Fig. 1: the clock network
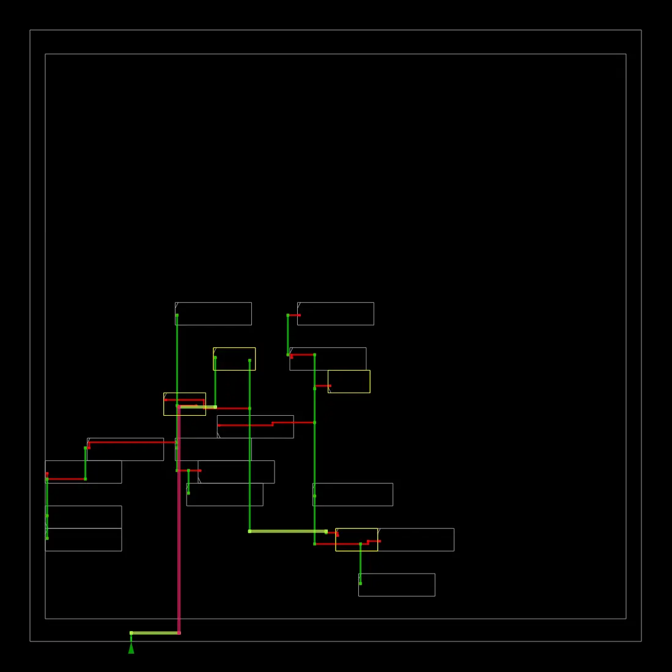
Fig. 2: metal 1
Supply wires on this layer in grey.
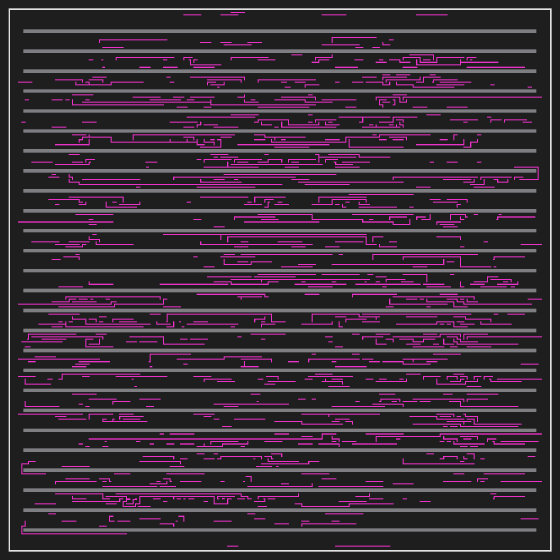
Fig. 3: logic cells by family
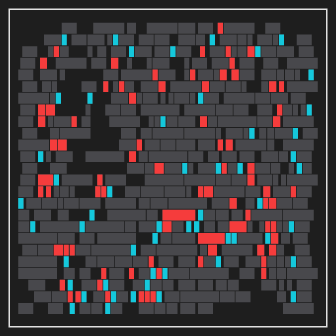
Fig. 4: sequential cells coloured by netlist name
Other sequential cells in the stronger grey, the rest of the logic in the fainter grey.
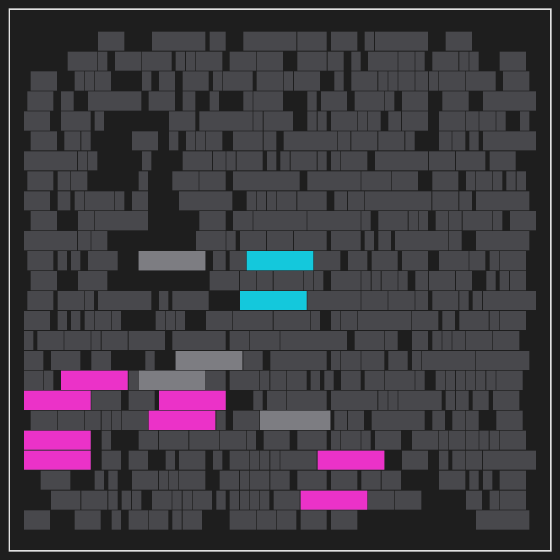
Design spc_aram_arbiter_flat, sky130hd; sources not shown.
==> out/metrics.csv <==
stage,metric,value,unit
route,M1 WL,2570,um
setup_path,crit-path most repeated cell,inv_2,
setup_path,Crit. path cell count,13,
clock_network,CTS buffer count,3,
final_timing,final setup vio count,25,
logic_synthesis,"Chip Area, Yosys",1600,um^2
floorplan,chip area,5420,um^2
logic_synthesis,Post-Synth Simple-Gate Area,0.467,
power,Pwr top,combinational cells,
global_route,largest net degree at the start of global routing,32,
final_timing,unrepaired setup endpoints after global routing,true,
final_timing,slew margin rel.,0.642,
setup_path,startpoint class of the critical path,register,
layout,Diodes inserted,0,
clock_network,postcts setup bufs,4,
final_timing,Period minus WS final,2.33,ns
setup_path,WP buf/inv,5,
floorplan,die width,73.6,um
logic_synthesis,Mean Syn Cell Area,5.80,um^2
floorplan,boundary pin count,140,
layout,non-clock buffer instance count of the final layout,166,
setup_path,CP max stage cell,dfrtp_1,
global_route,GRT overflow,0,
logic_synthesis,dominant cell by count in the synthesized netlist,nor2_1,
power,Pleak,1.97,nW
placement,RePlAce Congestion,0.823,
global_route,vias in the first global route,2175,
power,switch share,0.399,
clock_network,Clock transition at path regs,0.06,ns
logic_synthesis,Syn Std Cell Area,1600,um^2
layout,Comb area,1220,um^2
layout,buffer share of cell area,0.500,
logic_synthesis,cell type with the largest total area,nor2_1,
layout,"Design Area, Final",3820,um^2
setup_path,worst-path cell chain,"inv_2, ha_4, inv_2, nand2_2, nand3_4, buf_6, nand4_4, clkbuf_16, nand3_1, nand2_1, nor2_2, nor2_4, buf_12",
final_timing,worst-margin pin slew,0.535,ns
power,share of power burned in the clock network,0.166,
power,Seq pwr share,0.200,
final_timing,post-route setup slack,-0.397,ns
placement,DP Cell Count,484,
setup_path,CP max stage delay,0.40,ns
job,number of logged tool warnings,31,
outcome,violated checks,setup timing,
setup_path,WS Path Type,reg -> out,
logic_synthesis,Synth Warn #,0,
floorplan,FP Rows,25,
logic_synthesis,adder share,0.0235,
final_timing,max-slew violation count,0,
route,met2 wire len,3710,um
logic_synthesis,# Cells Yosys,275,
logic_synthesis,AO/OA Area Share,0.0431,
outcome,outcome,"complete, but fails checks",
global_route,Tot GR Track Use,0.235,
power,Pint,1.03,mW
power,Seq. pwr,343,uW
global_route,initial antenna violation count,0,
final_timing,Max Clock Freq,430,MHz
logic_synthesis,Post-synth EDFFs,0,
Notes on Fig. 1 above:
clk latency late pin: 0.25 ns
clock tree sinks: 14
clock buf count: 4
clock skew: 0.00229 ns

Notes on Fig. 2 above:
longest straight run: 31.7 um
wire length on this layer: 2,570 um
met1 usage: 0.244
routed wire length: 7010 um

Notes on Fig. 3 above:
| colour | family | cells | where |
|---|---|---|---|
| red | NAND gates | 78 | widely spread |
| cyan | inverters | 53 | widely spread |
dominant logic cell type in the layout: clkdlybuf4s50_1
final non-filler cell total: 500
fraction of area in multi-input gates: 0.319

Notes on Fig. 4 above:
| colour | name in the netlist | placed flops |
|---|---|---|
| cyan | `u_core.slot_q` | 2 |
| magenta | `u_core.bus.CPU_DIN` | 8 |
not coloured: 4
post-layout util: 0.803
Seq area share: 0.0921

Power and IR drop assume default switching activity.
